Figure 1. Placement by cell class (run 1).
Fill, decap, tap and diode cells in gray.
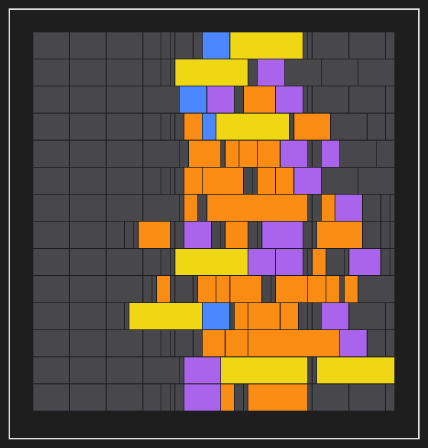
Figure 2. Routed metal, one color a layer (run 1).
Bar = 10 um. Only two layers are drawn.
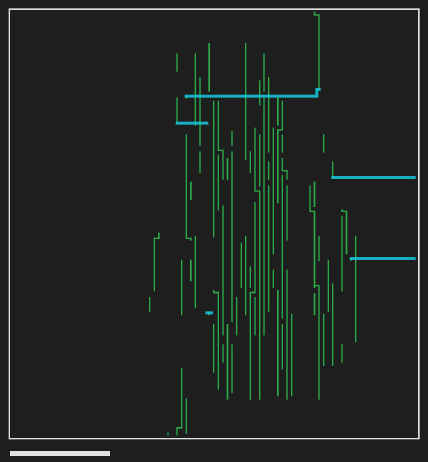
Figure 3. Wiring heat map (run 1).
Bar = 10 um. The die is cut into 8 by 9 equal tiles; black is low, pale yellow is high, scaled to the fullest tile. Values are wire area over tile area, all layers added.
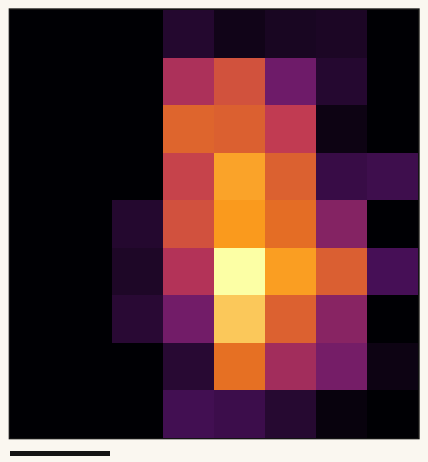
## src/rtl/nor_stim_checker_dwell_timer.sv

```systemverilog
// Dwell counter: counts enabled cycles 0..DWELL-1 and flags the last one.
// Wraps to zero after the last cycle so the next vector starts a fresh dwell.
module dwell_timer #(
  parameter int DWELL = 100
) (
  input  logic clk,
  input  logic rst_n,
  input  logic clr,
  input  logic en,
  output logic last
);

  localparam int CW = $clog2(DWELL + 1);
  localparam logic [CW-1:0] LAST_VAL = CW'(DWELL - 1);

  logic [CW-1:0] cnt;

  assign last = (cnt == LAST_VAL);

  // Count while enabled; clear on request and on the final dwell cycle.
  always_ff @(posedge clk) begin
    if (!rst_n)      cnt <= '0;
    else if (clr)    cnt <= '0;
    else if (en) begin
      if (last)      cnt <= '0;
      else           cnt <= cnt + 1'b1;
    end
  end

endmodule

```

## config.mk

```make
export PLATFORM = sky130hd
export DESIGN_NAME = dwell_timer
export DESIGN_NICKNAME = d
export VERILOG_FILES = /design/src/rtl/nor_stim_checker_dwell_timer.sv
export SDC_FILE = /design/constraint.sdc
export NUM_CORES = 1
export LEC_CHECK = 0
export ABC_CLOCK_PERIOD_IN_PS = 1200
export CAP_MARGIN = 20
export CORE_AREA = 2 2 39 41
export CTS_CLUSTER_SIZE = 12
export DETAILED_ROUTE_END_ITERATION = 16
export DIE_AREA = 0 0 41 43
export GPL_ROUTABILITY_DRIVEN = 0
export SYNTH_ARGS = -nofsm -noshare
export SYNTH_HDL_FRONTEND = slang
export SYNTH_SLANG_ARGS = --single-unit
```

## constraint.sdc

```tcl
create_clock -name clk -period 1.2 [get_ports clk]
set_input_delay 0.24 -clock clk [delete_from_list [all_inputs] [get_ports clk]]
set_output_delay 0.24 -clock clk [all_outputs]
set_load 0.01 [all_outputs]
```

==> impl_metrics.env, run 1 <==
# yosys + openroad results
export IMPL_status="finished, violations left"
export IMPL_violations="setup timing"
export IMPL_layout_cells_most_common="buf_4"
export IMPL_cts_buffers=3
export IMPL_fp_dieW_um=41
export IMPL_largestClassByArea="combinational gates"
export IMPL_critPathCapture="last"
export IMPL_grt_max_degree=9
export IMPL_hpwl_um=609
export IMPL_rsz0062_at_grt="true"
export IMPL_grt_pass1_wl_um=1550
export IMPL_viasPerCell=4.73
export IMPL_syn_to_final_growth_pct=51.6
export IMPL_die_area_sq_um=1760
export IMPL_n_tap_cell=16
export IMPL_largest_register_ffs=7
export IMPL_finalHoldViolations=0
export IMPL_fmaxAchievable_ghz=0.736
export IMPL_path_max_fanout=2
export IMPL_required_ns=0.96
export IMPL_antenna_found_initial=0
export IMPL_drtIter0Drc=5
export IMPL_dpl_worst_slack_ns=-0.346
export IMPL_yosysSeqAreaShare_pct=36.8
export IMPL_synth_most_common_cell="dfxtp_1"
export IMPL_cts_root_buf="clkbuf_4"
export IMPL_final_cells=77
export IMPL_setup_viol=6
export IMPL_peakVddDrop_uv=327
export IMPL_synthCells=43
export IMPL_ff_type="dfxtp_1"
export IMPL_whs_ns=0.581
export IMPL_seq_share_pct=25.2
export IMPL_warnings=29
export IMPL_syn_area_per_cell_sq_um=8.85
export IMPL_num_nonclk_inverters=3
export IMPL_power_density_nw_per_um2=855
export IMPL_grtUsageMet2_pct=22.5
export IMPL_hold_path_depth=4
export IMPL_r2r_end="cnt[0]"
export IMPL_met3_wirelength_um=31
export IMPL_hp_start="en"
export IMPL_place_inst=72
export IMPL_holdPathEnd="cnt[6]"
export IMPL_regArea_sq_um=145
export IMPL_grt_use_met1_pct=12.6
export IMPL_nets=67
export IMPL_clkbuf_count=4
export IMPL_met3_usage_pct=3.14
export IMPL_htreeDepth=1
export IMPL_port_buffers=4
export IMPL_slew_headroom_pct=79.4
export IMPL_topCombFamilyByArea="simple AND/OR/NAND/NOR gates"
export IMPL_min_path_type="input port to flip-flop"
export IMPL_clk_share_pct=4.56
export IMPL_buf_share_pct=22.1
export IMPL_tritoncts="built"
export IMPL_dpl_cell_area_sq_um=533
export IMPL_maxCapViolCount=0
export IMPL_antenna_left=0
export IMPL_top_area_share_pct=36.8
export IMPL_synthTopCellsByCount="dfxtp_1 (7), nand2_1 (5), a21oi_1 (4)"
export IMPL_crit_arrival_ns=1.12
export IMPL_period_used_pct=113
export IMPL_first_global_vias=392
export IMPL_setup_ws_ns=-0.159
export IMPL_fill_cells=140
export IMPL_ys_sh_aoi_pct=24.3
export IMPL_top_area_cell="dfxtp_1"
export IMPL_largest_register="cnt"
export IMPL_die_h_um=43
export IMPL_buffers_excl_clock=16
export IMPL_yosys_warnings=0
export IMPL_yosysUniqueCellTypes=22
export IMPL_num_antenna_cells=0
export IMPL_maxSlewViolCount=0
export IMPL_synth_nets=48
export IMPL_clk_pin_slew_worst_paths_ns=0.05
export IMPL_finalInstanceArea_sq_um=577
export IMPL_top_layer="met4"
export IMPL_tightest_slew_ns=0.308
export IMPL_synthTopCellsByArea="dfxtp_1 (37%), o41ai_4 (7.2%), a21oi_1 (5.3%)"
export IMPL_fp_util_pct=27.5
export IMPL_comb_cells=31
export IMPL_comb_share_pct=42.7
export IMPL_core_sq_um=1380
export IMPL_cp_start_kind="flip-flop"
export IMPL_finalPower_w=0.000493
export IMPL_crit_start="cnt[1]"
export IMPL_edf_count=0
export IMPL_fin_crit_ns=1.36
export IMPL_end_kind="output pin"
export IMPL_yosys_cells=43
export IMPL_reg2reg_depth=5
export IMPL_drc=0
export IMPL_grt_most_used_layer="met2"
export IMPL_leakagePower_nw=0.218
export IMPL_largestRegisters="cnt: 7 flops"
export IMPL_setup_tns_ns=-0.501
export IMPL_crit_type="flip-flop to output pin"
export IMPL_met2_length_um=472
export IMPL_layout_area_comb_sq_um=246
export IMPL_clockBufferDepth=2
export IMPL_synth_xor_area_share_pct=4.61
export IMPL_rrSetupSlack_ns=-0.09
export IMPL_clock_latency_ns=0.25
export IMPL_fa_ha_area_share_pct=3.29
export IMPL_finClkSkew_ns=0.00371
export IMPL_synthArstFlopShare_pct=0
export IMPL_ys_ff=7
export IMPL_pin_count=5
export IMPL_reg2reg_from="cnt[1]"
export IMPL_wl_met1_um=319
export IMPL_drive_gt1_share_pct=41.0
export IMPL_synthMuxAreaShare_pct=0
export IMPL_final_cell_mix="buf_4 (11), nand2_1 (5), dfxtp_1 (5), a21oi_1 (4)"
export IMPL_grt_ovfl_total=0
export IMPL_ys_sh_simple_pct=24.7
export IMPL_yosysChipArea_sq_um=380
export IMPL_cts_sinks=7
export IMPL_first_pass_iters=2
export IMPL_ff_count=7
export IMPL_netlist_area_sq_um=380
Notes on Figure 1 above:
blue -> clock drivers and dummy loads  # cells 4, share of their area 4.7%
orange -> combinational and other logic  # cells 34, share of their area 46%
purple -> other buffers and delay cells  # cells 16, share of their area 23%
yellow -> flops  # cells 7, share of their area 26%
fin util: 41.7%
row count: 14

Notes on Figure 2 above:
cyan -> metal 3  # wire length 31.7 um
green -> metal 2  # wire length 472 um
routed len/inst: 10.9 um
vias: 364
final wirelength: 842 um
Total GRT Usage: 13.6%

Notes on Figure 3 above:
densest ninth of the die = center
fullest tile = 0.35
mean over tiles = 0.076

run 1: repair_timing:
| action | 4_1_cts | 5_1_grt |
|---|---|---|
| gates cloned | 0 | 0 |
| hold buffers | 0 | 0 |
| gates resized | 6 | 2 |
| setup buffers | 1 | 0 |
| pin swaps | 1 | 0 |
| setup endpoints to repair | 6 | 7 |
run 1: power breakdown:
part	total, W	internal (W)	switching [W]	leakage [nW]
Combinational	0.0000450	0.0000261	0.0000188	0.145
Clock	0.000212	0.000127	0.0000853	0.0150
Sequential	0.000236	0.000234	0.00000192	0.0577
Total	0.000493	0.000387	0.000106	0.218
run 1: worst max-delay path, stage by stage (launching register included):
cell	delay [ns]
dfxtp_2	0.35
ha_4	0.14
nand4b_1	0.12
nor3_2	0.11
buf_2	0.14
## Run 2: what changed since run 1
--- a/config.mk
+++ b/config.mk
@@ -6,7 +6,6 @@
 export NUM_CORES = 1
 export LEC_CHECK = 0
 export ABC_CLOCK_PERIOD_IN_PS = 1200
-export CAP_MARGIN = 20
 export CORE_AREA = 2 2 39 41
 export CTS_CLUSTER_SIZE = 12
 export DETAILED_ROUTE_END_ITERATION = 16
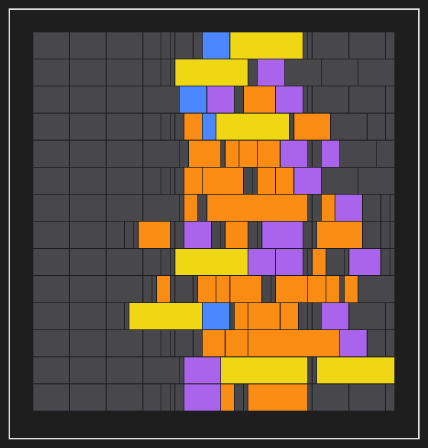
Figure 4: run 2, placement by cell class.
Fill, decap, tap and diode cells in gray.
orange -> combinational and other logic  # cells 34, share of their area 46%
yellow -> flops  # cells 7, share of their area 26%
blue -> clock drivers and dummy loads  # cells 4, share of their area 4.7%
purple -> other buffers and delay cells  # cells 16, share of their area 23%
Design Area, Final: 577 sq um
core area: 1380 sq um
Seq/total area: 25.2%

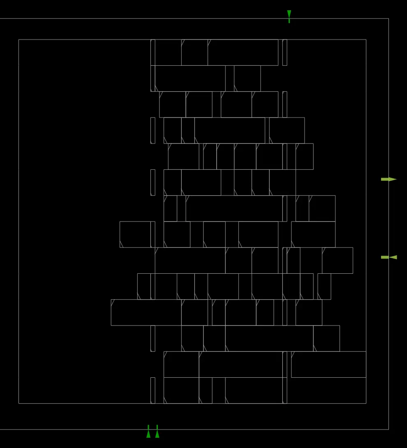
Figure 5: run 2, placed standard cells.
Non-Filler Instances: 77
Fill cells: 140

==> run 2 against run 1 <==
Compared with the run above: flip-flop count stayed put; final area unchanged; clock power about the same; critical path depth unchanged; the run still ends with setup timing left; setup slack is the same; final cell count unchanged; global-route usage unchanged; synthesized cell count stayed put; largest cell class unchanged; count of clock-buffer cells in the layout did not move.
==> impl_metrics.env, run 2 <==
# yosys + openroad results
export IMPL_status="finished, violations left"
export IMPL_violations="setup timing"
export IMPL_cts_buffers=3
export IMPL_grtUsageMet2_pct=22.5
export IMPL_yosys_warnings=0
export IMPL_met3_usage_pct=3.14
export IMPL_layout_area_comb_sq_um=246
export IMPL_met3_wirelength_um=31
export IMPL_crit_arrival_ns=1.12
export IMPL_first_global_vias=392
export IMPL_maxSlewViolCount=0
export IMPL_crit_type="flip-flop to output pin"
export IMPL_vias=364
export IMPL_reg2reg_depth=5
export IMPL_yosysSeqAreaShare_pct=36.8
export IMPL_antenna_found_initial=0
export IMPL_worstPathCellList="ha_4 > nand4b_1 > nor3_2 > buf_2"
export IMPL_grt_most_used_layer="met2"
export IMPL_synthArstFlopShare_pct=0
export IMPL_yosys_cells=43
export IMPL_finClkSkew_ns=0.00371
export IMPL_setup_ws_ns=-0.159
export IMPL_fp_dieW_um=41
export IMPL_maxCapViolCount=0
export IMPL_path_depth=4
export IMPL_fin_crit_ns=1.36
export IMPL_p_clk_share_pct=43.0
export IMPL_warnings=29
export IMPL_r2r_end="cnt[0]"
export IMPL_tightest_slew_ns=0.308
export IMPL_num_nonclk_inverters=3
export IMPL_met2_length_um=472
export IMPL_die_area_sq_um=1760
export IMPL_finalHoldViolations=0
export IMPL_rrSetupSlack_ns=-0.09
export IMPL_clock_latency_ns=0.25
export IMPL_grt_ovfl_total=0
export IMPL_peakVddDrop_uv=327
export IMPL_fmaxAchievable_ghz=0.736
export IMPL_switchingPower_w=0.000106
export IMPL_rsz0062_at_grt="true"
export IMPL_fp_util_pct=27.5
export IMPL_slowest_stage="dfxtp_2"
export IMPL_hpwl_um=609
export IMPL_p_comb_w=0.0000450
export IMPL_clkbuf_count=4
export IMPL_ff_type="dfxtp_1"
export IMPL_cts_setup_buffers=1
export IMPL_final_cell_mix="buf_4 (11), nand2_1 (5), dfxtp_1 (5), a21oi_1 (4)"
export IMPL_nets=67
export IMPL_setup_tns_ns=-0.501
export IMPL_p_int_w=0.000387
export IMPL_regArea_sq_um=145
export IMPL_pin_count=5
export IMPL_postCtsHoldBufs=0
export IMPL_path_max_fanout=2
export IMPL_wl_met1_um=319
export IMPL_power_density_nw_per_um2=855
export IMPL_cp_start_kind="flip-flop"
export IMPL_comb_share_pct=42.7
export IMPL_synthTopCellsByArea="dfxtp_1 (37%), o41ai_4 (7.2%), a21oi_1 (5.3%)"
export IMPL_hp_start="en"
export IMPL_place_inst=72
export IMPL_required_ns=0.96
export IMPL_yosysUniqueCellTypes=22
export IMPL_period_used_pct=113
export IMPL_ff_count=7
export IMPL_cts_root_buf="clkbuf_4"
export IMPL_crit_start="cnt[1]"
export IMPL_syn_area_per_cell_sq_um=8.85
export IMPL_finalPower_w=0.000493
export IMPL_first_pass_iters=2
export IMPL_grt_pass1_wl_um=1550
export IMPL_reg2reg_from="cnt[1]"
export IMPL_setup_viol=6
export IMPL_n_tap_cell=16
export IMPL_drtIter0Drc=5
export IMPL_grt_use_met1_pct=12.6
export IMPL_synthCells=43
export IMPL_cts_sinks=7
export IMPL_tritoncts="built"
export IMPL_buf_share_pct=22.1
export IMPL_grt_max_degree=9
export IMPL_die_h_um=43
export IMPL_synthTopCellsByCount="dfxtp_1 (7), nand2_1 (5), a21oi_1 (4)"
export IMPL_clk_pin_slew_worst_paths_ns=0.05
export IMPL_largestRegisters="cnt: 7 flops"
export IMPL_largestClassByArea="combinational gates"
export IMPL_slew_headroom_pct=79.4
export IMPL_netlist_area_sq_um=380
export IMPL_p_comb_share_pct=9.1
export IMPL_ys_ff=7
export IMPL_critPathCapture="last"
export IMPL_post_drt_wl_per_cell_um=10.9
export IMPL_drive_gt1_share_pct=41.0
export IMPL_leakagePower_nw=0.218
export IMPL_largest_register="cnt"
export IMPL_buffers_excl_clock=16
export IMPL_top_layer="met4"
export IMPL_cp_buffers_inverters=1
export IMPL_path_delay_family="flip-flops"
export IMPL_powerSeq_w=0.000236
export IMPL_max_stage_delay_ns=0.35
export IMPL_yosysChipArea_sq_um=380
export IMPL_clk_share_pct=4.56
export IMPL_edf_count=0
export IMPL_antenna_left=0
export IMPL_p_seq_share_pct=47.8
export IMPL_netSwitchingFraction_pct=21.5
export IMPL_maxPowerGroup="registers"
export IMPL_synth_most_common_cell="dfxtp_1"
export IMPL_holdPathEnd="cnt[6]"
export IMPL_end_kind="output pin"
export IMPL_port_buffers=4
export IMPL_core_rowCount=14
export IMPL_top_area_cell="dfxtp_1"
export IMPL_syn_to_final_growth_pct=51.6
export IMPL_largest_register_ffs=7
export IMPL_wl_um=842
export IMPL_hold_path_depth=4
export IMPL_viasPerCell=4.73
export IMPL_cts_resized=6
export IMPL_comb_cells=31
export IMPL_clockBufferDepth=2
export IMPL_min_path_type="input port to flip-flop"
export IMPL_drc=0
export IMPL_top_area_share_pct=36.8
export IMPL_whs_ns=0.581
export IMPL_dpl_worst_slack_ns=-0.346
run 2: cell counts after synthesis:
No cell type changed its count.
run 2: cells by family (layout without fill, tap and decap cells):
kind of cell / Yosys count / in the layout / share of synthesized area, %
adders and majority gates: 1 / 1 / 3.29
and+or+nand+nor: 17 / 17 / 24.7
AOI/OAI and AO/OA: 11 / 11 / 24.3
DFF: 7 / 7 / 36.8
xor gates and xnor gates: 2 / 2 / 4.61
buffers and inverters: 5 / 23 / 6.25
run 2: stage by stage:
| step | area, sq um | util, % |
|---|---|---|
| after global placement | 533 | 38.5 |
| after detailed placement | 533 | 38.5 |
| after floorplan | 403 | - |
| after CTS | 568 | 41.0 |
| after global routing | 577 | 41.7 |
| final | 577 | 41.7 |
Figure 6. Metal 1 (run 2).
Bar = 10 um. Supply wires on this layer in gray.
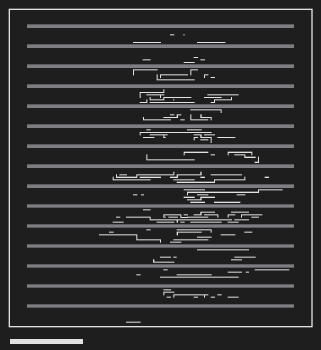

## Run 3: what changed since run 2
--- a/config.mk
+++ b/config.mk
@@ -14,3 +14,4 @@
 export SYNTH_ARGS = -nofsm -noshare
 export SYNTH_HDL_FRONTEND = slang
 export SYNTH_SLANG_ARGS = --single-unit
+export TNS_END_PERCENT = 1
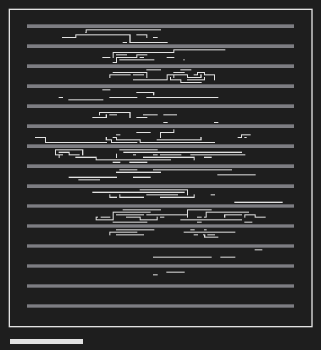
Figure 7: run 3, metal 1.
Bar = 10 um. Supply wires on this layer in gray.
share of all routed wire = 49%
nets with wire on the layer = 55
longest straight run = 16.0 um

==> run 3 against run 2 <==
Compared with the run above: the flow still finishes with violations (setup timing); utilization shrank 1.3 points; critical endpoint unchanged; synthesized cell count stayed put; setup slack got worse by 0.047 ns; area after synthesis did not move; worst hold slack got worse by 0.088 ns; highest routed layer unchanged; final cell count is 2.6% lower; critical path depth unchanged.
==> impl_metrics.env, run 3 <==
# yosys + openroad results
export IMPL_power_density_nw_per_um2=899
export IMPL_maxSlewViolCount=0
export IMPL_status="finished, violations left"
export IMPL_cp_start_kind="flip-flop"
export IMPL_critPathCapture="last"
export IMPL_cts_root_buf="clkbuf_4"
export IMPL_synthTopCellsByCount="dfxtp_1 (7), nand2_1 (5), a21oi_1 (4)"
export IMPL_place_inst=71
export IMPL_hold_path_depth=2
export IMPL_crit_type="flip-flop to output pin"
export IMPL_fill_cells=142
export IMPL_port_buffers=4
export IMPL_first_global_vias=352
export IMPL_ff_type="dfxtp_1"
export IMPL_whs_ns=0.493
export IMPL_grtUsageMet2_pct=15.6
export IMPL_rrSetupSlack_ns=-0.09
export IMPL_grt_most_used_layer="met1"
export IMPL_core_rowCount=14
export IMPL_p_comb_share_pct=9.1
export IMPL_hpwl_um=653
export IMPL_synth_xor_area_share_pct=4.61
export IMPL_p_clk_share_pct=43.8
export IMPL_slew_headroom_pct=78.7
export IMPL_final_cell_mix="buf_4 (10), nand2_1 (5), dfxtp_1 (5), a21oi_1 (4)"
export IMPL_fin_crit_ns=1.41
export IMPL_hp_start="cnt[6]"
export IMPL_post_drt_wl_per_cell_um=11.3
export IMPL_clk_pin_slew_worst_paths_ns=0.05
export IMPL_dpl_worst_slack_ns=-0.400
export IMPL_tritoncts="built"
export IMPL_antenna_found_initial=0
export IMPL_end_kind="output pin"
export IMPL_drc=0
export IMPL_dpl_cell_area_sq_um=508
export IMPL_largest_register_ffs=7
export IMPL_holdPathEnd="cnt[6]"
export IMPL_syn_to_final_growth_pct=47.0
export IMPL_synthArstFlopShare_pct=0
export IMPL_drtIter0Drc=9
export IMPL_pin_count=5
export IMPL_cts_resized=9
export IMPL_die_area_sq_um=1760
export IMPL_rsz0062_at_grt="true"
export IMPL_fa_ha_area_share_pct=3.29
export IMPL_met3_usage_pct=3.14
export IMPL_p_seq_share_pct=47.2
export IMPL_path_max_fanout=2
export IMPL_crit_arrival_ns=1.17
export IMPL_switchingPower_w=0.000114
export IMPL_period_used_pct=117
export IMPL_synthTopCellsByArea="dfxtp_1 (37%), o41ai_4 (7.2%), a21oi_1 (5.3%)"
export IMPL_reg2reg_from="cnt[1]"
export IMPL_finClkSkew_ns=0.000735
export IMPL_layout_cells_most_common="buf_4"
export IMPL_ys_ff=7
export IMPL_yosys_cells=43
export IMPL_yosysSeqAreaShare_pct=36.8
export IMPL_violations="setup timing"
export IMPL_regArea_sq_um=143
export IMPL_final_cells=75
export IMPL_clockBufferDepth=2
export IMPL_die_h_um=43
export IMPL_layout_area_comb_sq_um=249
export IMPL_warnings=29
export IMPL_reg2reg_depth=5
export IMPL_core_sq_um=1380
export IMPL_crit_start="cnt[1]"
export IMPL_syn_area_per_cell_sq_um=8.85
export IMPL_num_antenna_cells=0
export IMPL_setup_tns_ns=-0.541
export IMPL_top_area_share_pct=36.8
export IMPL_ys_sh_aoi_pct=24.3
export IMPL_ys_sh_simple_pct=24.7
export IMPL_finalPower_w=0.000503
export IMPL_maxCapViolCount=0
export IMPL_p_int_w=0.000389
export IMPL_finalHoldViolations=0
export IMPL_largestRegisters="cnt: 7 flops"
export IMPL_clock_latency_ns=0.26
export IMPL_setup_ws_ns=-0.206
export IMPL_synth_most_common_cell="dfxtp_1"
export IMPL_nets=65
export IMPL_yosysUniqueCellTypes=22
export IMPL_p_comb_w=0.0000455
export IMPL_peakVddDrop_uv=381
export IMPL_largest_register="cnt"
export IMPL_required_ns=0.96
export IMPL_synth_nets=48
export IMPL_htreeDepth=1
export IMPL_setup_viol=6
export IMPL_topCombFamilyByArea="simple AND/OR/NAND/NOR gates"
export IMPL_top_area_cell="dfxtp_1"
export IMPL_vias=371
export IMPL_yosysChipArea_sq_um=380
export IMPL_r2r_end="cnt[6]"
export IMPL_pg_clk_w=0.000220
export IMPL_cts_setup_buffers=1
export IMPL_netlist_area_sq_um=380
export IMPL_grt_ovfl_total=0
export IMPL_grt_usage_pct=12.5
export IMPL_fmaxAchievable_ghz=0.711
export IMPL_synthCells=43
export IMPL_powerSeq_w=0.000237
export IMPL_edf_count=0
export IMPL_viasPerCell=4.95
export IMPL_tightest_slew_ns=0.318
export IMPL_antenna_left=0
export IMPL_grt_pass1_wl_um=1390
export IMPL_drive_gt1_share_pct=39.0
export IMPL_fp_util_pct=27.5
export IMPL_netSwitchingFraction_pct=22.7
export IMPL_grt_max_degree=9
export IMPL_first_pass_iters=4
export IMPL_maxPowerGroup="registers"
export IMPL_cts_buffers=3
export IMPL_leakagePower_nw=0.203
export IMPL_yosys_warnings=0
export IMPL_cts_sinks=7
export IMPL_wl_um=851
export IMPL_postCtsHoldBufs=0
export IMPL_synthMuxAreaShare_pct=0
export IMPL_fp_dieW_um=41
export IMPL_min_path_type="flip-flop to flip-flop"
export IMPL_grt_use_met1_pct=16.2
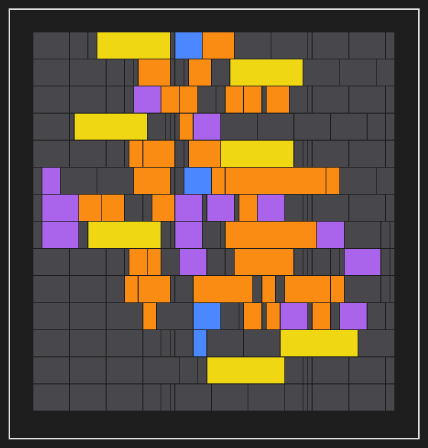
Figure 8: run 3, placement by cell class.
Fill, decap, tap and diode cells in gray.
orange -> combinational and other logic  # cells 34, share of their area 48%
blue -> clock drivers and dummy loads  # cells 4, share of their area 4.9%
yellow -> flops  # cells 7, share of their area 26%
purple -> other buffers and delay cells  # cells 14, share of their area 20%
Seq/total area: 25.5%
Design Area, Final: 559 sq um
fin util: 40.4%

-- run 3: cell counts after synthesis --
No cell type changed its count.
-- run 3: critical path: stages, from the launching register on --
cell,delay (ns)
dfxtp_2,0.35
ha_4,0.14
nand4b_1,0.14
nor3_2,0.13
buf_2,0.15
-- run 3: layout make-up --
type                       count  area share, %
multi-input combinational     31           44.5
sequential                     7           25.5
timing repair buffer          14           19.7
clock buffer                   4           4.70
tap                           16           3.58
inverter                       3           2.01
-- run 3: routing by layer --
| metal | vias up | routed length, um |
|---|---|---|
| met2 | 9 | 373 |
| met5 | - | 0 |
| met4 | 0 | 34 |
| li1 | 188 | - |
| met1 | 169 | 415 |
| met3 | 5 | 27 |
-- run 3: cells by family after synthesis --
family,after synthesis
simple gates,17
buf+inv,5
compound gates,11
fa+ha+maj,1
xor+xnor,2
flops,7
No activity file was given, so power comes from the tool's default toggle rates.
